### src/rtl/pic_line_packer.sv
// -----------------------------------------------------------------------------
// pic_line_packer
//
// Upstream feeder for the SRAM line-buffer / reg-array stage. Narrow IW-bit
// picture words are packed RATIO = DW/IW at a time into DW-bit beats. The
// first word of a beat lands in the LSBs. Beats are queued in a small FIFO
// and are then framed for the downstream stage:
//
//   SOP pulse -> { PIC_SIZE beats -> HSYNC pulse } x PIC_SIZE -> PIC_DONE
//
// Input acceptance does not depend on the output framing. Words can run ahead
// into the FIFO, across line boundaries and through HSYNC cycles. A quota
// counter stops intake once the whole picture has been received.
//
// Ports
//   SYS_CLK     in   1    clock
//   SYS_RST     in   1    synchronous active-high reset
//   START       in   1    begin picture (honoured in IDLE with PIC_SIZE != 0)
//   PIC_SIZE    in   8    beats per line and lines per picture
//   S_DATA      in   IW   input word
//   S_VLD       in   1    input word valid
//   S_RDY       out  1    input word accepted when S_VLD & S_RDY
//   DATA        out  DW   output beat (FIFO head, zero when FIFO empty)
//   DATA_VLD    out  1    output beat valid
//   WREADY      in   1    downstream ready
//   DATA_SOP    out  1    one-cycle picture start pulse
//   DATA_HSYNC  out  1    one-cycle end-of-line pulse
//   BUSY        out  1    high whenever the FSM is not IDLE
//   PIC_DONE    out  1    one-cycle picture complete pulse
// -----------------------------------------------------------------------------
module pic_line_packer #(
    parameter int IW = 32,
    parameter int DW = 128,
    parameter int FD = 4
) (
    input  logic          SYS_CLK,
    input  logic          SYS_RST,
    input  logic          START,
    input  logic [7:0]    PIC_SIZE,
    input  logic [IW-1:0] S_DATA,
    input  logic          S_VLD,
    output logic          S_RDY,
    output logic [DW-1:0] DATA,
    output logic          DATA_VLD,
    input  logic          WREADY,
    output logic          DATA_SOP,
    output logic          DATA_HSYNC,
    output logic          BUSY,
    output logic          PIC_DONE
);

    localparam int RATIO = DW / IW;
    localparam int WCW   = (RATIO > 1) ? $clog2(RATIO) : 1;
    localparam int AW    = (FD > 1) ? $clog2(FD) : 1;

    // -------------------------------------------------------------------------
    // FSM declarations
    // -------------------------------------------------------------------------
    typedef enum logic [2:0] {
        ST_IDLE   = 3'd0,
        ST_SOP    = 3'd1,
        ST_STREAM = 3'd2,
        ST_HSYNC  = 3'd3,
        ST_DONE   = 3'd4
    } state_t;

    state_t      state_reg,    state_next;
    logic [7:0]  size_reg,     size_next;
    logic [7:0]  beat_cnt_reg, beat_cnt_next;
    logic [7:0]  line_cnt_reg, line_cnt_next;

    logic        start_pic;
    logic        sop;
    logic        hsync;
    logic        done;
    logic        data_vld;
    logic        pop;

    // -------------------------------------------------------------------------
    // Input / packer declarations
    // -------------------------------------------------------------------------
    logic [17:0]    quota_cnt_reg;
    logic [31:0]    quota_limit;
    logic           quota_ok;
    logic           busy;
    logic           s_rdy;
    logic           accept;
    logic           last_word;
    logic           push;
    logic [WCW-1:0] word_cnt_reg;
    logic [IW-1:0]  pack_reg [RATIO];
    logic [DW-1:0]  push_beat;

    // -------------------------------------------------------------------------
    // FIFO declarations
    // -------------------------------------------------------------------------
    logic [DW-1:0]  fifo_mem [FD];
    logic [AW-1:0]  wr_ptr_reg;
    logic [AW-1:0]  rd_ptr_reg;
    logic [AW:0]    count_reg;
    logic           fifo_empty;
    logic           fifo_full;

    assign fifo_empty = (count_reg == '0);
    assign fifo_full  = (count_reg == (AW+1)'(FD));

    // -------------------------------------------------------------------------
    // Input side
    // -------------------------------------------------------------------------
    assign busy = (state_reg != ST_IDLE);

    // Total words in one picture. This is evaluated 32 bits wide, so it cannot
    // overflow for any PIC_SIZE or RATIO.
    assign quota_limit = 32'(size_reg) * 32'(size_reg) * 32'(RATIO);
    assign quota_ok    = ({14'd0, quota_cnt_reg} < quota_limit);

    assign s_rdy     = busy & ~fifo_full & quota_ok;
    assign accept    = S_VLD & s_rdy;
    assign last_word = (word_cnt_reg == WCW'(RATIO - 1));
    // The FIFO is never full here because s_rdy already excludes that case.
    assign push      = accept & last_word;

    always_ff @(posedge SYS_CLK) begin
        if (SYS_RST) begin
            quota_cnt_reg <= '0;
            word_cnt_reg  <= '0;
        end else if (start_pic) begin
            quota_cnt_reg <= '0;
            word_cnt_reg  <= '0;
        end else if (accept) begin
            quota_cnt_reg <= quota_cnt_reg + 18'd1;
            word_cnt_reg  <= last_word ? '0 : word_cnt_reg + WCW'(1);
        end
    end

    // Per-lane word capture. The lane that matches the current word count
    // takes the incoming word. While the last word is being accepted, that
    // word goes straight into push_beat, so the beat enters the FIFO on the
    // same edge. Stale lane contents never leak: every lane is rewritten
    // before the next push.
    generate
        for (genvar gi = 0; gi < RATIO; gi++) begin : g_lane
            logic lane_sel;
            assign lane_sel = (word_cnt_reg == WCW'(gi));

            always_ff @(posedge SYS_CLK) begin
                if (accept && lane_sel) begin
                    pack_reg[gi] <= S_DATA;
                end
            end

            assign push_beat[gi*IW +: IW] = lane_sel ? S_DATA : pack_reg[gi];
        end
    endgenerate

    // -------------------------------------------------------------------------
    // Beat FIFO
    // The head must be visible in the cycle after a push, so reads are
    // combinational. The storage is tiny, so distributed memory suits it.
    // -------------------------------------------------------------------------
    always_ff @(posedge SYS_CLK) begin
        if (push) begin
            fifo_mem[wr_ptr_reg] <= push_beat;
        end
    end

    always_ff @(posedge SYS_CLK) begin
        if (SYS_RST) begin
            wr_ptr_reg <= '0;
            rd_ptr_reg <= '0;
            count_reg  <= '0;
        end else begin
            if (push) begin
                wr_ptr_reg <= wr_ptr_reg + AW'(1);
            end
            if (pop) begin
                rd_ptr_reg <= rd_ptr_reg + AW'(1);
            end
            // A push and a pop in the same cycle leave the occupancy unchanged.
            case ({push, pop})
                2'b10:   count_reg <= count_reg + (AW+1)'(1);
                2'b01:   count_reg <= count_reg - (AW+1)'(1);
                default: count_reg <= count_reg;
            endcase
        end
    end

    // -------------------------------------------------------------------------
    // Output framing FSM
    // -------------------------------------------------------------------------
    always_ff @(posedge SYS_CLK) begin
        if (SYS_RST) begin
            state_reg    <= ST_IDLE;
            size_reg     <= '0;
            beat_cnt_reg <= '0;
            line_cnt_reg <= '0;
        end else begin
            state_reg    <= state_next;
            size_reg     <= size_next;
            beat_cnt_reg <= beat_cnt_next;
            line_cnt_reg <= line_cnt_next;
        end
    end

    always_comb begin
        state_next    = state_reg;
        size_next     = size_reg;
        beat_cnt_next = beat_cnt_reg;
        line_cnt_next = line_cnt_reg;
        start_pic     = 1'b0;
        sop           = 1'b0;
        hsync         = 1'b0;
        done          = 1'b0;
        data_vld      = 1'b0;

        case (state_reg)
            ST_IDLE: begin
                if (START && (PIC_SIZE != 8'd0)) begin
                    start_pic     = 1'b1;
                    size_next     = PIC_SIZE;
                    beat_cnt_next = '0;
                    line_cnt_next = '0;
                    state_next    = ST_SOP;
                end
            end

            ST_SOP: begin
                sop        = 1'b1;
                state_next = ST_STREAM;
            end

            ST_STREAM: begin
                data_vld = ~fifo_empty;
                if (~fifo_empty && WREADY) begin
                    if (beat_cnt_reg == size_reg - 8'd1) begin
                        beat_cnt_next = '0;
                        state_next    = ST_HSYNC;
                    end else begin
                        beat_cnt_next = beat_cnt_reg + 8'd1;
                    end
                end
            end

            ST_HSYNC: begin
                hsync = 1'b1;
                if (line_cnt_reg == size_reg - 8'd1) begin
                    line_cnt_next = '0;
                    state_next    = ST_DONE;
                end else begin
                    line_cnt_next = line_cnt_reg + 8'd1;
                    state_next    = ST_STREAM;
                end
            end

            ST_DONE: begin
                done       = 1'b1;
                state_next = ST_IDLE;
            end

            default: begin
                state_next = ST_IDLE;
            end
        endcase
    end

    assign pop = data_vld & WREADY;

    // -------------------------------------------------------------------------
    // Outputs
    // DATA is masked while the FIFO is empty. The bus therefore reads zero
    // after reset, and never shows memory contents that were never written.
    // -------------------------------------------------------------------------
    assign S_RDY      = s_rdy;
    assign DATA       = fifo_empty ? '0 : fifo_mem[rd_ptr_reg];
    assign DATA_VLD   = data_vld;
    assign DATA_SOP   = sop;
    assign DATA_HSYNC = hsync;
    assign BUSY       = busy;
    assign PIC_DONE   = done;

endmodule

### config.mk
export PLATFORM = sky130hd
export DESIGN_NAME = pic_line_packer
export DESIGN_NICKNAME = d
export VERILOG_FILES = /design/src/rtl/pic_line_packer.sv
export SDC_FILE = /design/constraint.sdc
export NUM_CORES = 1
export LEC_CHECK = 0
export CORE_ASPECT_RATIO = 0.7
export CORE_UTILIZATION = 25
export CTS_CLUSTER_SIZE = 14
export DETAILED_ROUTE_END_ITERATION = 16
export HOLD_SLACK_MARGIN = 0.02
export PLACE_DENSITY = 0.45
export SLEW_MARGIN = 20
export SYNTH_ARGS = -nofsm -noshare
export SYNTH_HDL_FRONTEND = slang
export SYNTH_SLANG_ARGS = --single-unit
export TNS_END_PERCENT = 100
### constraint.sdc
create_clock -name SYS_CLK -period 28.1 [get_ports SYS_CLK]
set_clock_uncertainty 0.2 [all_clocks]
set_input_delay 4.215 -clock SYS_CLK [delete_from_list [all_inputs] [get_ports SYS_CLK]]
set_output_delay 4.215 -clock SYS_CLK [all_outputs]
set_load 0.05 [all_outputs]
### Sequential cells grouped by signal name

Other sequential cells in the stronger grey, the rest of the logic in the fainter grey.
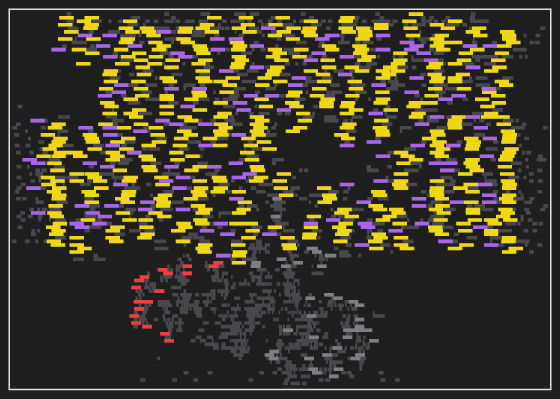
colour	netlist name	placed flops
purple	pack_reg	128
yellow	fifo_mem	512
red	quota_cnt_reg	18
not coloured	38

### Congestion heat map

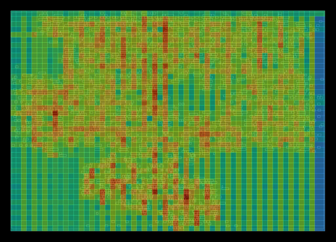
total track usage: 12.9%
grt met2 use: 20.6%
Wirelength per Cell: 21.9 um
busiest grt layer: met2

### Cell density map

21 x 15 tiles, from black (low) to pale yellow (high), 0 to 100% covered.
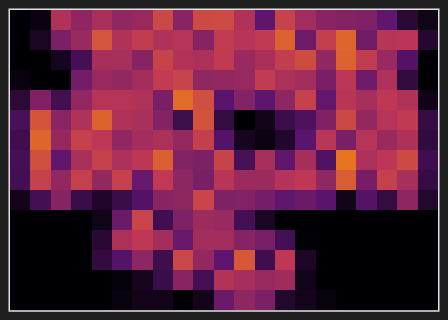
densest ninth of the die	north
nearly empty tiles	21%
emptiest ninth of the die	south-east
fullest tile	68%

==> flow_summary.toml <==
# implementation run metrics
[routing]
via_per_inst = 4.43
routed_wl_mm = 76.6
drtIter0Drc = 817
num_vias = 15519
drt-pass1-iter-count = 4
drc = 0

[cts]
cts.sinks = 696
cts_resized = 0
numCtsBuffers = 76
postCtsSetupBuffers = 0

[logic_synthesis]
simple_gate_area_share_pct = 6.73
common_cells = "edfxtp_1, and2_1, mux2_2, mux4_2"
synth.distinct_cells = 62
post-synth-top-count-cell = "edfxtp_1"
avgSynthCellArea_um2 = 17.5
synthTopLogicFamily = "multiplexers"
edf_count = 640

[placed_design]
place_inst = 3359

[worst_setup_path]
cp.required_ns = 23.68
r2r_slack_ns = 19.39
cp_common_cell = "a21oi_1"

[layout]
buffer_area_share_pct = 5.46
largest_reg_flops = 512
ff_latch_area_um2 = 20300

[power]
leakage_nw = 11.6
swShare_pct = 21.6
comb-power_mw = 0.0766

[final_timing]
max_freq_ghz = 0.0815
rsz0062_at_grt = "false"
min_period_ns = 12.27

[status]
run_status = "finished clean"
[layout by cell type, fill, tap and decap left out, drive strengths merged, types with 3 or more instances in the layout]
cell type      synthesis  routed
nor4b                  3       3
xor2                  26      26
o21ai                 18      18
and2                 146     146
a21o                   3       3
xnor3                  3       3
a211o                  4       4
mux4                 128     128
bufinv                 0      12
or2                    7       7
a211oi                 3       3
buf                   21      20
nand4                 13      13
mux2                 128     128
nor3b                  3       3
nor2                  64      64
edfxtp               640     640
nand2b                 5       5
nand2                 44      44
clkbuf                63      89
nor4                   7       7
ha                    59      59
nand3                 16      16
clkdlybuf4s50          0     178
dfxtp                 56      56
mux2i                  7       7
and3                  15      15
o211ai                 5       5
inv                   61      68
or3                   16      16
nor3                   7       7
fa                    26      26
clkinv                 1      31
xnor2                 23      23
or4                    5       5
a21oi                 40      40
o31ai                  3       3
[layer usage]
metal	GRT usage [%]	wire length, um	part of all wire, %	up-vias
met1	17.9	35700	47	8233
met3	2.58	2920	3.8	99
met5	0	42	0.055	-
met4	2.99	1300	1.7	6
met2	20.6	36600	48	267
li1	-	-	-	6914
[how the worst min path moves through the flow]
| stage | startpoint | endpoint | slack, ns | depth (start not counted) |
|---|---|---|---|---|
| after floorplan | count_reg[2] | count_reg[2] | 0.26 | 2 |
| after global placement | count_reg[2] | count_reg[2] | 0.28 | 2 |
| after detailed placement | count_reg[2] | count_reg[2] | 0.30 | 2 |
| after CTS | count_reg[2] | count_reg[2] | 0.31 | 2 |
| after global routing | wr_ptr_reg[1] | wr_ptr_reg[1] | 0.34 | 2 |
| final | wr_ptr_reg[1] | wr_ptr_reg[1] | 0.31 | 2 |
